`src/rtl/dmem_ctrl.sv`:
```
// Data-memory access controller: one load/store per request, word-wide memory
// with req/ack handshake, big-endian lanes, size extraction and error reporting.
module dmem_ctrl #(
   parameter int ADDR_W  = 32,
   parameter int TIMEOUT = 255
) (
   input  logic              clock,
   input  logic              reset,
   input  logic              cpu_req,
   input  logic              cpu_we,
   input  logic [ADDR_W-1:0] cpu_addr,
   input  logic [31:0]       cpu_wdata,
   input  logic [1:0]        dsize,
   input  logic              loadext,
   output logic              cpu_stall,
   output logic              cpu_done,
   output logic [31:0]       cpu_rdata,
   output logic              cpu_err,
   output logic [1:0]        err_cause,
   output logic              mem_req,
   output logic              mem_we,
   output logic [ADDR_W-3:0] mem_addr,
   output logic [3:0]        mem_be,
   output logic [31:0]       mem_wdata,
   input  logic [31:0]       mem_rdata,
   input  logic              mem_ack,
   output logic [1:0]        dbg_state
);

   typedef enum logic [1:0] {IDLE = 2'd0, WAIT = 2'd1, RESP = 2'd2} state_t;

   localparam int CW = (TIMEOUT > 1) ? $clog2(TIMEOUT) : 1;
   localparam logic [CW-1:0] CNT_LAST = CW'(TIMEOUT - 1);

   state_t        state;
   logic [CW-1:0] cnt;
   logic [1:0]    l_size;
   logic [1:0]    l_off;
   logic          l_ext;

   logic          bad_size;
   logic          misaligned;
   logic [3:0]    be_next;
   logic [31:0]   wdata_next;
   logic [7:0]    byte_sel;
   logic [15:0]   half_sel;
   logic [31:0]   load_data;

   // Handshake: cpu_req is held by the datapath until cpu_done; mem_req stays
   // high with stable mem_* fields until mem_ack is sampled or the access times out.
   assign cpu_stall = cpu_req & ~cpu_done;
   assign dbg_state = state;

   assign bad_size   = (dsize == 2'b10);
   assign misaligned = ((dsize == 2'b01) && cpu_addr[0]) ||
                       ((dsize == 2'b11) && (cpu_addr[1:0] != 2'b00));

   always_comb begin
      be_next    = 4'b1111;
      wdata_next = cpu_wdata;
      case (dsize)
         2'b00: begin
            be_next    = 4'b1000 >> cpu_addr[1:0];
            wdata_next = {4{cpu_wdata[7:0]}};
         end
         2'b01: begin
            be_next    = cpu_addr[1] ? 4'b0011 : 4'b1100;
            wdata_next = {2{cpu_wdata[15:0]}};
         end
         default: begin
            be_next    = 4'b1111;
            wdata_next = cpu_wdata;
         end
      endcase
   end

   // Offset 0 is the most significant lane.
   always_comb begin
      byte_sel = mem_rdata[31:24];
      case (l_off)
         2'd0: byte_sel = mem_rdata[31:24];
         2'd1: byte_sel = mem_rdata[23:16];
         2'd2: byte_sel = mem_rdata[15:8];
         default: byte_sel = mem_rdata[7:0];
      endcase
      half_sel = l_off[1] ? mem_rdata[15:0] : mem_rdata[31:16];
      case (l_size)
         2'b00:   load_data = {{24{l_ext & byte_sel[7]}}, byte_sel};
         2'b01:   load_data = {{16{l_ext & half_sel[15]}}, half_sel};
         default: load_data = mem_rdata;
      endcase
   end

   always_ff @(posedge clock) begin
      if (reset) begin
         state     <= IDLE;
         cnt       <= '0;
         l_size    <= 2'b00;
         l_off     <= 2'b00;
         l_ext     <= 1'b0;
         cpu_done  <= 1'b0;
         cpu_err   <= 1'b0;
         err_cause <= 2'b00;
         cpu_rdata <= 32'h0;
         mem_req   <= 1'b0;
         mem_we    <= 1'b0;
         mem_addr  <= '0;
         mem_be    <= 4'b0000;
         mem_wdata <= 32'h0;
      end else begin
         cpu_done <= 1'b0;
         case (state)
            IDLE: begin
               if (cpu_req) begin
                  if (bad_size) begin
                     state     <= RESP;
                     cpu_done  <= 1'b1;
                     cpu_err   <= 1'b1;
                     err_cause <= 2'b10;
                  end else if (misaligned) begin
                     state     <= RESP;
                     cpu_done  <= 1'b1;
                     cpu_err   <= 1'b1;
                     err_cause <= 2'b01;
                  end else begin
                     state     <= WAIT;
                     cnt       <= '0;
                     l_size    <= dsize;
                     l_off     <= cpu_addr[1:0];
                     l_ext     <= loadext;
                     mem_req   <= 1'b1;
                     mem_we    <= cpu_we;
                     mem_addr  <= cpu_addr[ADDR_W-1:2];
                     mem_be    <= be_next;
                     mem_wdata <= wdata_next;
                  end
               end
            end
            WAIT: begin
               // Ack on the last permitted cycle takes priority over timeout.
               if (mem_ack) begin
                  state     <= RESP;
                  mem_req   <= 1'b0;
                  cpu_done  <= 1'b1;
                  cpu_err   <= 1'b0;
                  err_cause <= 2'b00;
                  if (!mem_we) cpu_rdata <= load_data;
               end else if (cnt == CNT_LAST) begin
                  state     <= RESP;
                  mem_req   <= 1'b0;
                  cpu_done  <= 1'b1;
                  cpu_err   <= 1'b1;
                  err_cause <= 2'b11;
               end else begin
                  cnt <= cnt + 1'b1;
               end
            end
            default: state <= IDLE;
         endcase
      end
   end

endmodule

```
`config.mk`:
```
export PLATFORM = sky130hd
export DESIGN_NAME = dmem_ctrl
export DESIGN_NICKNAME = d
export VERILOG_FILES = /design/src/rtl/dmem_ctrl.sv
export SDC_FILE = /design/constraint.sdc
export NUM_CORES = 1
export LEC_CHECK = 0
export CAP_MARGIN = 20
export CORE_MARGIN = 4
export CORE_UTILIZATION = 47
export DETAILED_ROUTE_END_ITERATION = 8
export GPL_TIMING_DRIVEN = 0
export PLACE_DENSITY = 0.92
export SYNTH_ARGS = -nofsm -noshare
export SYNTH_HDL_FRONTEND = slang
export SYNTH_SLANG_ARGS = --single-unit
```
`constraint.sdc`:
```
create_clock -name clock -period 3.12 [get_ports clock]
set_input_delay 0.624 -clock clock [delete_from_list [all_inputs] [get_ports clock]]
set_output_delay 0.624 -clock clock [all_outputs]
set_load 0.005 [all_outputs]
```
==> notes.md <==
Synthesis and PnR results.

- The top-area cell type share of the netlist area reads 0.456.
- In the final report, the number of hold violations comes to 0.
- The tally of yosys warning messages reads 0.
- The number of instances in the synthesized netlist is 638.
- The total of hold buffers inserted after clock tree synthesis reads 0.
- The top cell type by total area after synthesis is dfxtp_1.
- The per-instance average area after synthesis reads 8.18 sq um.
- Once iteration 0 of detailed routing completed, the report listed 405 DRC markers.
- The cell at the slowest stage of the critical path is clkdlybuf4s50_1.
- The completed layout was analyzed and its total power is 4.43 mW.
- For this run, the post-layout net count is 972.
- The final-report setup violation count is 0.
- Per the skew report, the later register of the worst-skew pair sees a clock latency of 500 ps.
- Setup slack closes at 723 ps.
- According to the CTS report, the clock sink count is 119.
- The critical path in this run is classified as input pin to output port.
- The post-synthesis chip area from yosys reads 5220 sq um.
- The via density per instance reads 5.67.
- Per the layout area report, the register area comes to 2380 sq um.
- The initialized floorplan defines 38 standard-cell rows.
- The final route contains 5775 vias.
- The top cell type by instance count after synthesis is nand2_1.
- The width of the die is 113 um.
- The port buffer count reads 209.
- The cell area after synthesis reads 5220 sq um.
- The post-synth tally of flip-flops with integrated enable is 0.
- The cell repeated most along the worst path reads clkdlybuf4s50_1.
- The area of combinational cells with multiple inputs is 2580 sq um.
- The maximum fanout encountered on the critical timing path reads 3.
- The number of global-route vias before repair was 5783.
- The net count entering floorplan is 744.
- The number of buffers created by CTS reads 17.
- The final worst-path cycle share is 0.768.
- The aggregate global routing overflow is 0.
- The remaining antenna violation count after routing is 0.
- The cell count listed in synth_stat.txt reads 638.
- The setup total negative slack reads 0 ps.
- By area the synthesized netlist is led by dfxtp_1 46%, nand2_1 11%, a21oi_1 6.2%, a211oi_1 4.5%, nor2_1 3.7%.
- The number of I/O pins is 211.
- The number of DRC violations after detailed routing reads 0.
- Of the synthesized area, sequential elements account for 0.456.
- Per the timing report, the achievable frequency comes out to 417 MHz.
- The worst setup path is launched from an input pin.
- The placeable core region is 10800 sq um.
- The detailed-router iteration count before antenna repair is 7.
- The number of warnings reported in the stage logs is 27.
- The number of fillers in the final layout reads 791.
- The number of gates resized after CTS was 0.
- The antenna diode count reads 0.
- The critical path required time is 2500 ps.
- Per the post-CTS timing run, clock transition at the registers of the reported paths is 60 ps.
- The maximum resistive drop on vdd is 0.357 mV.
- Between the synthesized netlist and the finished layout, the area growth was recorded as 55.5%.
- In this run the post-CTS setup repair buffer count came out at 0.
- The die is 113 um tall.
- The max-slew violation count reads 0.
- Once detailed placement completed, the half-perimeter wirelength came to 13800 um.
- Dividing total power by cell area gives a power density of 546 nW/um^2.
- The routed wirelength normalized by instance count reads 18.3 um.
- The flow ran to the end, and the final reports show no timing, DRC or antenna violations.
- The pre-placement core utilization is 0.482.
- The H-tree depth reported by CTS reads 4.
- The initial antenna violation count is 0.
- The arrival time of the worst setup path reads 1770 ps.
- The timing report gives the biggest stage delay along the critical path as 510 ps.
- Per STA, the worst path accumulates the most delay in the family buffers and inverters.
- The largest net degree at the start of global routing reads 17.
- The clock passes through at most 2 buffers.
- STA classifies the critical path endpoint as an output port.
- For this design the static power due to leakage is 2.85 nW.
- TritonCTS built the clock tree.
- The script reports the combined buffer and inverter count of the critical path as 2.
- Walking the worst path, the cells encountered are clkdlybuf4s50_1 > nor2b_1 > clkdlybuf4s50_1.
- The shortest clock period the worst path allows after layout reads 2400 ps.
- Total global-route track usage over all layers is 0.286.
- At the placement stage, the worst setup path has a slack of 429 ps.
- After synthesis, the most frequently instantiated cells are 149 x nand2_1, 119 x dfxtp_1, 65 x a21oi_1, 52 x nor2_1, 35 x clkbuf_1.
- The floorplan die area reads 12900 sq um.
- The master cell of the clock root buffer reads clkbuf_8.
- Across all hold checks on the routed design, the worst slack comes to 452 ps.
- After layout, the setup clock skew is reported as 11.3 ps.
- The wire length of the first global-routing pass is 29400 um.
- Setup repair after global routing left no endpoint under its margin.
- The pin closest to its max-slew limit shows a slew of 776 ps.
- The number of distinct standard cells referenced by the synthesized netlist reads 48.
- The total of flip-flops plus latches after synthesis reads 119.
- Post-synth the commonest register cell is dfxtp_1.
- The max-cap violation count reads 0.
- The class of the worst hold path reads register to register.
- The share of final-layout standard cells stronger than drive strength 1 reads 0.0648.
- The relative max-transition margin is 0.469.
- Summed over all layers, the routed wires come to 18600 um.
- The async set or reset register ratio after synthesis reads 0.
- The routability congestion estimate from global placement reads 0.948.
==> final cells by class <==
type	instances	share of cell area
clock inverters	11	0.0211
flip-flops and latches	119	0.293
repair buffers	209	0.258
clock buffers	21	0.0566
multi-input cells	459	0.318
well taps	140	0.0216
plain buffers	51	0.0270
inverters	9	0.00416
==> kinds of logic after synthesis <==
group / count (synthesis) / share of synthesized area
AND/OR/NAND/NOR: 238 / 0.192
AND-OR/OR-AND: 192 / 0.244
flip-flops: 119 / 0.456
buffers and inverters: 60 / 0.0484
multiplexers: 25 / 0.0515
XOR/XNOR: 2 / 0.00336
adder cells (fa/ha/maj): 2 / 0.00479
==> through the flow <==
step | area [sq um] | instances | util
after floorplan | 5220 | 638 | -
after global placement | 7490 | 987 | 0.691
after detailed placement | 7490 | 987 | 0.691
after CTS | 8120 | 1019 | 0.749
after global routing | 8120 | 1019 | 0.749
final | 8120 | 1019 | 0.749
==> flip-flops by register name (all words and copies together), names as in the netlist <==
signal / count
cpu_rdata: 32
cnt: 8
mem_addr: 30
mem_we: 1
mem_be: 4
mem_req: 1
dbg_state: 2
cpu_err: 1
l_off: 2
err_cause: 2
l_ext: 1
l_size: 2
mem_wdata: 32
cpu_done: 1
==> tightest hold or removal path, stage by stage, from the launching register on <==
cell and delay [ps]:
dfxtp_1 300, nand2_1 50, a21oi_1 50
==> cell usage in the layout, fill, tap and decap left out, drive strengths merged, types with 5 or more instances in the layout <==
cell type      Yosys  final
o21a               6      6
a221oi            11     11
a211o              6      6
o21ai             28     28
clkinvlp           0      5
clkbuf            35     56
inv                9      9
o211ai            10     10
nand2            149    149
nor2              52     52
dfxtp            119    119
nand2b             6      6
o22ai              6      6
a211oi            32     32
a21oi             65     65
a311oi            11     11
nand3              6      6
buf               16     16
a2111oi            5      5
clkdlybuf4s50      0    209
mux2i             19     19
nor2b              6      6
mux2               5      5
==> final timing paths <==
path / cells past startpoint / end / startpoint / slack, ps
min: 2 / mem_addr[19]$_SDFFE_PP0P_ / mem_addr[19]$_SDFFE_PP0P_ / 450
max: 3 / cpu_stall / cpu_req / 720
max reg2reg: 6 / mem_addr[16]$_SDFFE_PP0P_ / dbg_state[1]$_SDFFE_PP0P_ / 1080
min reg2reg: 2 / mem_addr[19]$_SDFFE_PP0P_ / mem_addr[19]$_SDFFE_PP0P_ / 450
==> per-layer routing <==
| metal | up-vias | track usage | wire length, um |
|---|---|---|---|
| met2 | 335 | 0.493 | 8980 |
| met5 | - | 0 | 0 |
| met4 | 0 | 0.122 | 702 |
| met3 | 58 | 0.0838 | 1840 |
| li1 | 2707 | - | - |
| met1 | 2675 | 0.330 | 7100 |
==> where the power goes <==
| part | switching, mW | internal, mW |
|---|---|---|
| Sequential | 0.0524 | 1.60 |
| Clock | 0.703 | 1.36 |
| Combinational | 0.337 | 0.375 |
met1.png
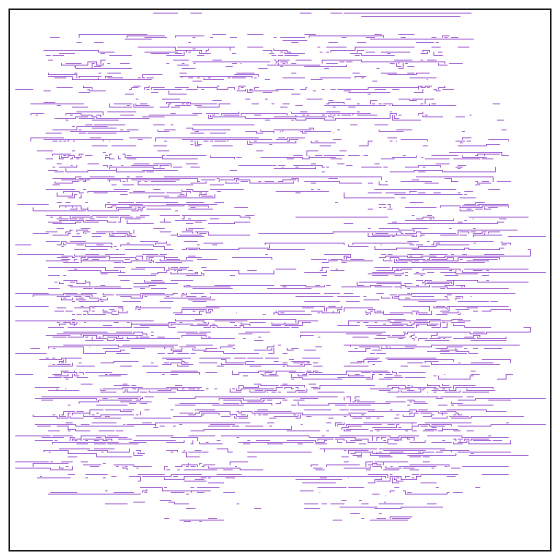
- wire length on this layer: 7100 um
- longest straight run: 45.5 um
- main direction: horizontal
- share of all routed wire: 38%
- nets with wire on the layer: 847

met2.png
Cells faint in the background.
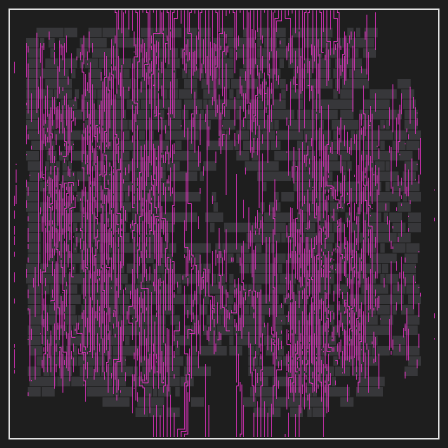
- main direction: vertical
- share of all routed wire: 48%

Power figures rest on the tool's default switching activity, not on a simulated workload.
